run_1/layer_met2.png
Cells faint in the background.
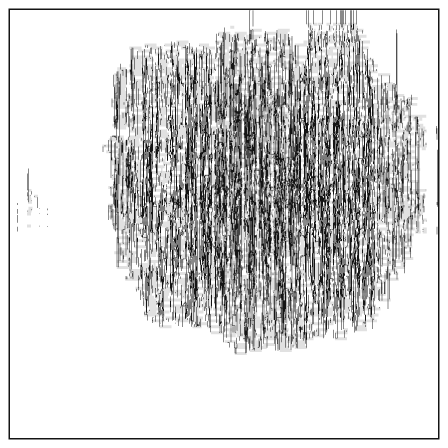
run_1/congestion.png
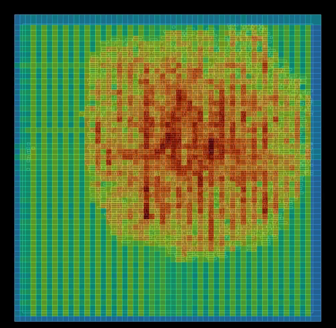
run_1/layer_met3.png
Scale bar: 100 µm.
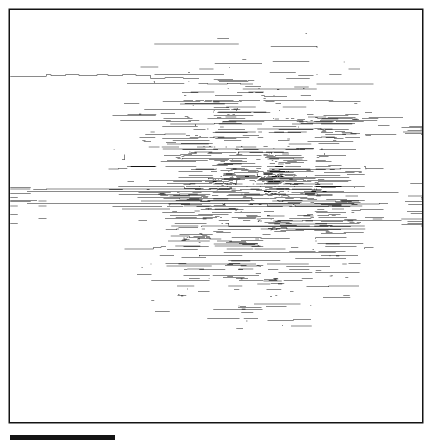
$ cat src/rtl/pico_mem_hs.sv
// -----------------------------------------------------------------------------
// pico_mem_hs
//   Single-port data memory for the PicoComputer CPU with a valid/ready request
//   channel, a valid/ready response channel, programmable wait states and
//   out-of-range error reporting. One transaction is outstanding at a time.
//
// Parameters
//   DATA_W       data word width in bits
//   ADDR_W       address width in bits
//   DEPTH        implemented words (1..2**ADDR_W); addr >= DEPTH is an error
//   WAIT_CYCLES  extra cycles between accept and commit (0..15)
//
// Ports
//   clk        in   clock, rising edge
//   rst_n      in   asynchronous active-low reset
//   req_valid  in   request present
//   req_ready  out  block can accept a request (IDLE)
//   req_we     in   1 = write, 0 = read
//   req_addr   in   word address
//   req_wdata  in   write data
//   rsp_valid  out  response present (RESP)
//   rsp_ready  in   consumer takes the response
//   rsp_rdata  out  read data, or the written word for a write
//   rsp_err    out  address out of range, qualified by rsp_valid
//   busy       out  high whenever not IDLE
// -----------------------------------------------------------------------------
module pico_mem_hs #(
    parameter int DATA_W      = 16,
    parameter int ADDR_W      = 6,
    parameter int DEPTH       = 64,
    parameter int WAIT_CYCLES = 2
) (
    input  logic              clk,
    input  logic              rst_n,
    input  logic              req_valid,
    output logic              req_ready,
    input  logic              req_we,
    input  logic [ADDR_W-1:0] req_addr,
    input  logic [DATA_W-1:0] req_wdata,
    output logic              rsp_valid,
    input  logic              rsp_ready,
    output logic [DATA_W-1:0] rsp_rdata,
    output logic              rsp_err,
    output logic              busy
);

    typedef enum logic [1:0] {
        S_IDLE,
        S_WAIT,
        S_RESP
    } state_t;

    state_t              state_q;
    state_t              state_d;
    logic [3:0]          cnt_q;
    logic                we_q;
    logic [ADDR_W-1:0]   addr_q;
    logic [DATA_W-1:0]   wdata_q;
    logic [DATA_W-1:0]   rdata_q;
    logic                err_q;
    logic                accept;
    logic                commit;
    logic                in_range;

    logic [DATA_W-1:0]   mem [DEPTH];

    assign in_range = (32'(addr_q) < DEPTH);

    // NOTE: every signal assigned in this block gets a default first, so no
    // path through the case statement can infer a latch.
    always_comb begin
        state_d = state_q;
        accept  = 1'b0;
        commit  = 1'b0;
        case (state_q)
            S_IDLE: begin
                if (req_valid) begin
                    accept  = 1'b1;
                    state_d = S_WAIT;
                end
            end
            S_WAIT: begin
                if (cnt_q == 4'd0) begin
                    commit  = 1'b1;
                    state_d = S_RESP;
                end
            end
            S_RESP: begin
                if (rsp_ready) state_d = S_IDLE;
            end
            default: state_d = S_IDLE;
        endcase
    end

    assign req_ready = (state_q == S_IDLE);
    assign busy      = (state_q != S_IDLE);
    assign rsp_valid = (state_q == S_RESP);
    assign rsp_rdata = rdata_q;
    assign rsp_err   = err_q;

    // The counter is loaded with WAIT_CYCLES and the commit happens on the
    // edge where it reads zero, so the accepted request always spends
    // WAIT_CYCLES+1 edges in WAIT. This gives a uniform latency of
    // WAIT_CYCLES+1 from accept to rsp_valid, including WAIT_CYCLES == 0.
    // NOTE: sequential state uses non-blocking assignments so every register
    // samples the pre-edge values of the others.
    always_ff @(posedge clk or negedge rst_n) begin
        if (!rst_n) begin
            state_q <= S_IDLE;
            cnt_q   <= 4'd0;
            we_q    <= 1'b0;
            addr_q  <= '0;
            wdata_q <= '0;
            rdata_q <= '0;
            err_q   <= 1'b0;
        end else begin
            state_q <= state_d;
            if (accept) begin
                cnt_q   <= 4'(WAIT_CYCLES);
                we_q    <= req_we;
                addr_q  <= req_addr;
                wdata_q <= req_wdata;
            end else if (state_q == S_WAIT && cnt_q != 4'd0) begin
                cnt_q <= cnt_q - 4'd1;
            end

            if (commit) begin
                if (!in_range) begin
                    rdata_q <= '0;
                    err_q   <= 1'b1;
                end else if (we_q) begin
                    rdata_q <= wdata_q;
                    err_q   <= 1'b0;
                end else begin
                    rdata_q <= mem[addr_q];
                    err_q   <= 1'b0;
                end
            end else if (state_q == S_RESP && rsp_ready) begin
                err_q <= 1'b0;
            end
        end
    end

    // NOTE: the storage array has no reset; it maps onto plain RAM and a reset
    // during WAIT simply never reaches the commit that would write it.
    always_ff @(posedge clk) begin
        if (commit && we_q && in_range) begin
            mem[addr_q] <= wdata_q;
        end
    end

endmodule

$ cat config.mk
export PLATFORM = sky130hd
export DESIGN_NAME = pico_mem_hs
export DESIGN_NICKNAME = d
export VERILOG_FILES = /design/src/rtl/pico_mem_hs.sv
export SDC_FILE = /design/constraint.sdc
export NUM_CORES = 1
export LEC_CHECK = 0
export CORE_MARGIN = 10
export CORE_UTILIZATION = 30
export DETAILED_ROUTE_END_ITERATION = 6
export SLEW_MARGIN = 15
export SYNTH_ARGS = -nofsm -noshare
export SYNTH_HDL_FRONTEND = slang
export SYNTH_SLANG_ARGS = --single-unit
$ cat constraint.sdc
create_clock -name clk -period 7.84 [get_ports clk]
set_input_delay 0.784 -clock clk [delete_from_list [all_inputs] [get_ports clk]]
set_output_delay 0.784 -clock clk [all_outputs]
set_load 0.005 [all_outputs]
==> summary.rpt, run 1 <==
======================================================================================
Die outline area ........................................................   154000 µm²
Fraction of area in multi-input gates ...................................        18.6%
Crit path cell chain .................................................... buf_4, clkinv_2, buf_4, mux2i_1, o21ai_0, a311oi_1, a31oi_1
Cell internal power dissipation .........................................      11.7 mW
Number of antenna violations at the first check in global routing .......            8
Critical path type ......................................................      reg2reg
Number of logic gates ...................................................         1092
Count leader, synth ..................................................... sky130_fd_sc_hd__edfxtp_1
Post-synthesis share of cell area spent on and, or, nand and nor gates ..        3.78%
Maximum number of pins on one net before global-route repair ............          115
Synth Register Bits .....................................................         1069
Routed wire length per instance .........................................      28.9 µm
Area of the core ........................................................   138000 µm²
TritonCTS clock tree ....................................................         done
Uppermost layer routed ..................................................         met5
Reported combinational group power ......................................      5.74 mW
Depth of the most critical reg-to-reg path ..............................            7
FILL cells ..............................................................        12900
Total standard cell area after synthesis ................................    41600 µm²
Area leader share .......................................................        73.8%
Leading post-synthesis cells by instance count .......................... sky130_fd_sc_hd__edfxtp_1 (1024), sky130_fd_sc_hd__a221oi_1 (137), sky130_fd_sc_hd__nand2_1 (127), sky130_fd_sc_hd__nor2_1 (122), sky130_fd_sc_hd__mux2_2 (108)
Max Buffers Root-to-Sink ................................................            3
Library cell contributing the largest single delay on the critical path . sky130_fd_sc_hd__a311oi_1
Crit end category .......................................................    flip-flop
Setup Skew ..............................................................    0.0327 ns
Final ANT Viol Nets .....................................................            0
Register bank with the most flops .......................................          mem
CTS H-Tree Depth ........................................................            3
Root Buffer ............................................................. sky130_fd_sc_hd__clkbuf_16
Most frequent cells in the layout ....................................... sky130_fd_sc_hd__edfxtp_1 (1024), sky130_fd_sc_hd__a221oi_1 (137), sky130_fd_sc_hd__nand2_1 (127), sky130_fd_sc_hd__clkbuf_16 (111), sky130_fd_sc_hd__nor2_1 (109)
Number of buffers and inverters on the critical path ....................            3
Register-to-Register Setup Slack ........................................      3.25 ns
Clk pin slew, worst setup/hold paths ....................................      0.06 ns
Proportion of synthesized area in mux cells .............................        8.59%
Core utilization before placement .......................................        30.2%
Post-route setup slack ..................................................      3.25 ns
Number of flip-flops in the largest register ............................         1024
Cell row count ..........................................................          136
Clk Latency, worst-skew pair ............................................      0.69 ns
M1 WL ...................................................................     50000 µm
Post-synthesis cell count ...............................................         2333
DP Area .................................................................    44400 µm²
Number of cells upsized or downsized after cts ..........................            0
Adder Share, Synth ......................................................      0.0601%
Number of primary I/O pins ..............................................           47
Share of layout cells above drive strength 1 ............................        19.6%
Net count after synthesis ...............................................         2362
Maximum frequency from static timing analysis ...........................      218 MHz
Worst Setup SP ..........................................................    addr_q[0]
Worst min-delay path class ..............................................     in2async
Startpoint of the worst register-to-register path .......................    addr_q[0]
Sequential logic power ..................................................      7.50 mW
Number of global-route vias before repair ...............................        23100
Ratio of routed vias to standard cells ..................................         5.55
Routing layer with the top usage in global route ........................         met2
Post-placement worst setup slack ........................................      3.52 ns
Die span in x ...........................................................       393 µm
Run status .............................................................. complete, no violations
Routed met2 length ......................................................     55600 µm
Part of the power in combinational logic ................................        31.4%
Aggregate negative setup slack ..........................................         0 ns
======================================================================================
-- layer_met2.png (at the start) --
main direction = vertical
wire length on this layer = 55.6 mm
share of all routed wire = 45%
Routed WL: 125000 µm
via count of the routed design: 23900
met2 global-route usage: 23.6%

-- congestion.png (at the start) --
global routing met1 resource utilization: 22.0%
met3 layer usage reported by global route: 3.67%
GRT Resource Usage Total: 15.7%

-- layer_met3.png (at the start) --
longest straight run = 199 µm
wire length on this layer = 14100 µm
main direction = horizontal

run_1/flops_by_reg.png
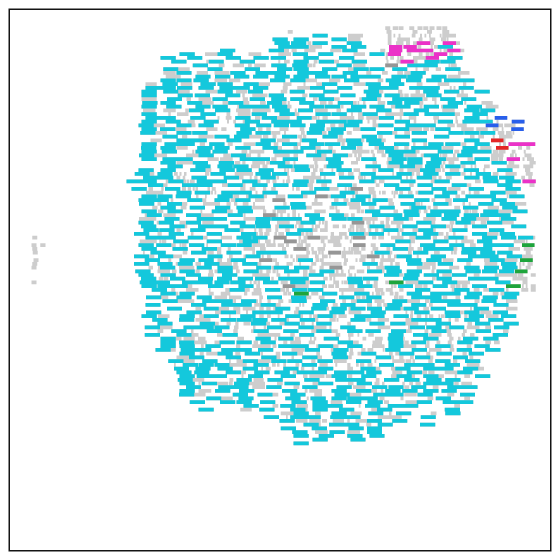

==> run 2, diff against run 1 <==
==> constraint.sdc (replaced) <==
create_clock -name clk -period 3.93 [get_ports clk]
set_input_delay 0.393 -clock clk [delete_from_list [all_inputs] [get_ports clk]]
set_output_delay 0.393 -clock clk [all_outputs]
set_load 0.005 [all_outputs]
run_2/flops_by_reg.png
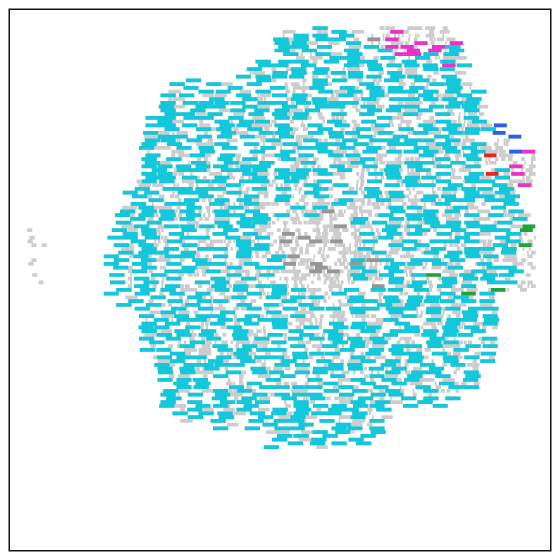
`state_q` -> red  # flops 2
`mem` -> cyan  # flops 1024
`addr_q` -> green  # flops 6, where right middle
`wdata_q` -> magenta  # flops 16, where top right
`cnt_q` -> blue  # flops 4, where top right
not colored = 17
register fraction of the total cell area: 65.4%
final core utilization: 35.4%
Register Area: 31900 µm²
sequential logic power: 15.9 mW

==> summary.rpt, run 2 <==
======================================================================================
Routed WL ...............................................................    127000 µm   +1.6%
Number of buffers inserted during clock tree synthesis ..................          110
GRT Resource Usage Total ................................................        16.0%   +0.29 points
End point of the critical path .......................................... rsp_rdata[14]
Number of iterations in the first detailed-routing pass .................            7
Routing layer with the top usage in global route ........................         met2
Number of warning messages in the logs ..................................           28
Buffers added on ports ..................................................           45
HPWL after detailed placement ...........................................     78500 µm
Worst relative slew slack ...............................................        22.1%
Clock network contribution to total cell area ...........................        7.23%
Cell internal power dissipation .........................................      24.0 mW   +100%
Share of power burned in registers ......................................        42.7%
DP Area .................................................................    45200 µm²   +1.9%
Main area contributors after synthesis .................................. sky130_fd_sc_hd__edfxtp_1 (74%), sky130_fd_sc_hd__mux4_2 (4.0%), sky130_fd_sc_hd__mux2_2 (2.9%)
CTS H-Tree Depth ........................................................            3   unchanged
Maximum number of pins on one net before global-route repair ............           51   -56%
Finished Cell Area ......................................................    48800 µm²
Number of antenna violations at the first check in global routing .......            5   -3
Die span in x ...........................................................       393 µm   unchanged
Proportion of synthesized area in mux cells .............................        8.59%   unchanged
Share of the synthesized netlist area taken by xor and xnor gates .......      0.0631%
Top contributor to total power ..........................................    registers
Unrepaired setup endpoints after global routing .........................           no
Routability congestion estimate .........................................        0.927
Logic area ..............................................................     8910 µm²
Depth of the most critical reg-to-reg path ..............................            8   +1
Number of cells on the worst hold path ..................................            3
Leading post-synthesis cells by instance count .......................... sky130_fd_sc_hd__edfxtp_1 (1024), sky130_fd_sc_hd__a221oi_1 (137), sky130_fd_sc_hd__nand2_1 (127), sky130_fd_sc_hd__nor2_1 (122), sky130_fd_sc_hd__mux2_2 (108)
Part of the total power dissipated in the clock network .................        27.3%
Crit path cell chain .................................................... buf_4, nor2b_2, buf_4, a22oi_1, o22ai_1, a21oi_1, and3_1, a31oi_1
Critical path type ......................................................      reg2reg
Logic depth of the worst path, buffers included .........................            8
Adder Share, Synth ......................................................      0.0601%   unchanged
Share of synthesized area occupied by flip-flops and latches ............        76.5%
Most frequent CP cell ................................................... sky130_fd_sc_hd__buf_4
Layout Area Growth over Synthesis .......................................        17.1%
M1 WL ...................................................................     50800 µm   +1.5%
Number of cells upsized or downsized after cts ..........................            0   unchanged
Post-synthesis share of cell area spent on and, or, nand and nor gates ..        3.78%   unchanged
Post-synthesis cell count ...............................................         2333   unchanged
Fraction of area in multi-input gates ...................................        18.3%   -0.36 points
Crit end category .......................................................    flip-flop
Number of well taps .....................................................         1794
Number of warning messages in the yosys log .............................            0
Minimum hold slack ......................................................     0.225 ns
Startpoint of the worst register-to-register path .......................    addr_q[2]
Count of clock buffers in the final design ..............................          147
YS chip area ............................................................    41600 µm²
First-iteration detailed-routing DRC count ..............................         3164
TritonCTS clock tree ....................................................         done
Post-route fraction of the period consumed by the critical path .........        84.8%
Maximum frequency from static timing analysis ...........................      300 MHz   +38%
Number of primary I/O pins ..............................................           47   unchanged
Avg Cell Area, Syn ......................................................     17.8 µm²
Post-route setup slack ..................................................     0.598 ns   -2.65 ns
Clk pin slew, worst setup/hold paths ....................................      0.06 ns   about the same
Hold worst-path end .....................................................   wdata_q[4]
Max-capacitance violation count .........................................            0
Largest logic family .................................................... AND-OR/OR-AND gates
Worst-path fanout max ...................................................           31
Count of nets after finishing ...........................................         2560
Clk Latency, worst-skew pair ............................................      0.70 ns   about the same
Setup Skew ..............................................................    0.0334 ns   +0.000774 ns
Global routing met1 resource utilization ................................        21.8%   -0.22 points
Vertical extent of the die ..............................................       393 µm
Run status .............................................................. complete, no violations
Aggregate negative setup slack ..........................................         0 ns   unchanged
Worst Setup SP ..........................................................    addr_q[2]
Slew of the pin with the lowest slew margin .............................      1.17 ns
Hold path startpoint .................................................... req_wdata[4]
Part of the power in combinational logic ................................        30.0%   -1.4 points
Most frequent cells in the layout ....................................... sky130_fd_sc_hd__edfxtp_1 (1024), sky130_fd_sc_hd__buf_4 (189), sky130_fd_sc_hd__a221oi_1 (137), sky130_fd_sc_hd__nand2_1 (127), sky130_fd_sc_hd__clkbuf_16 (113)
Met2 global-route usage .................................................        24.2%   +0.61 points
Power attributed to the clock group .....................................      10.2 mW
Share of layout cells above drive strength 1 ............................        23.0%   +3.3 points
Number of flip-flops in the largest register ............................         1024   unchanged
Synth Register Bits .....................................................         1069   unchanged
Compound-cell area share of the yosys netlist ...........................        8.66%
Die outline area ........................................................   154000 µm²   unchanged
Remaining DRCs ..........................................................            0
Capturing point of the worst reg2reg path ............................... rsp_rdata[14]
Number of hold violations in the final report ...........................            0
Number of logic gates ...................................................         1092   unchanged
Shortest period the worst path allows ...................................      3.33 ns
Via count of the routed design ..........................................        24000   +0.45%
ANT cells ...............................................................            2
Number of buffers and inverters on the critical path ....................            2   -1
Register-to-Register Setup Slack ........................................      0.60 ns   -2.65 ns
Yosys cell types ........................................................           70
Yosys cell count ........................................................         2333
Reported combinational group power ......................................      11.2 mW   +95%
Hold buffer count at cts ................................................            1
P_leak ..................................................................      15.6 nW
Total standard cell area after synthesis ................................    41600 µm²   unchanged
Inverters excl. clock ...................................................            9
Cell row count ..........................................................          136   unchanged
Switching part of the total power .......................................        35.8%
Cell count after placement ..............................................         4212
Biggest area consumer among cell classes ................................    registers
Area leader share .......................................................        73.8%   unchanged
Async set-or-reset flop fraction in the synthesized netlist .............        4.21%
Pwr dens ................................................................   765 nW/µm²
Overall power after layout ..............................................      37.3 mW
Post-CTS Setup Inserts ..................................................            0
FILL cells ..............................................................        12800   -0.64%
Root Buffer ............................................................. sky130_fd_sc_hd__clkbuf_16
NonClk Buf Share ........................................................        4.42%
Ratio of routed vias to standard cells ..................................         5.44   -1.9%
Clock sink count ........................................................         1069
Post-placement worst setup slack ........................................     0.678 ns   -2.84 ns
Final ANT Viol Nets .....................................................            0   unchanged
DR WL met3 ..............................................................     14100 µm
Maximum single-stage delay on the critical path .........................      0.70 ns
Met3 layer usage reported by global route ...............................        4.64%   +0.97 points
Routed wire length per instance .........................................      28.7 µm   -0.75%
Final Max-Slew Violation Tally ..........................................            0
Library cell contributing the largest single delay on the critical path . sky130_fd_sc_hd__dfrtp_4
Maximum VDD drop ........................................................   0.000430 V
Area of the core ........................................................   138000 µm²   unchanged
Max Buffers Root-to-Sink ................................................            3   unchanged
Number of global-route vias before repair ...............................        23400   +1.4%
Switching power summed over all nets ....................................      13.3 mW
Arrival @ worst endpoint ................................................      3.96 ns
Worst min-delay path class ..............................................       in2reg
Net count after synthesis ...............................................         2362   unchanged
Post-Layout Cell Count ..................................................         4419
Core utilization before placement .......................................        30.2%   unchanged
Routed met2 length ......................................................     56700 µm   +2.1%
Buffers outside the clock class .........................................          249
Flip-flop and latch count ...............................................         1069
Count leader, synth ..................................................... sky130_fd_sc_hd__edfxtp_1
Wire length of the first global-routing pass ............................    179000 µm
Aggregate global routing overflow .......................................            0
Uppermost layer routed ..................................................         met5
Register bank with the most flops .......................................          mem
======================================================================================
No activity file was given, so power comes from the tool's default toggle rates.
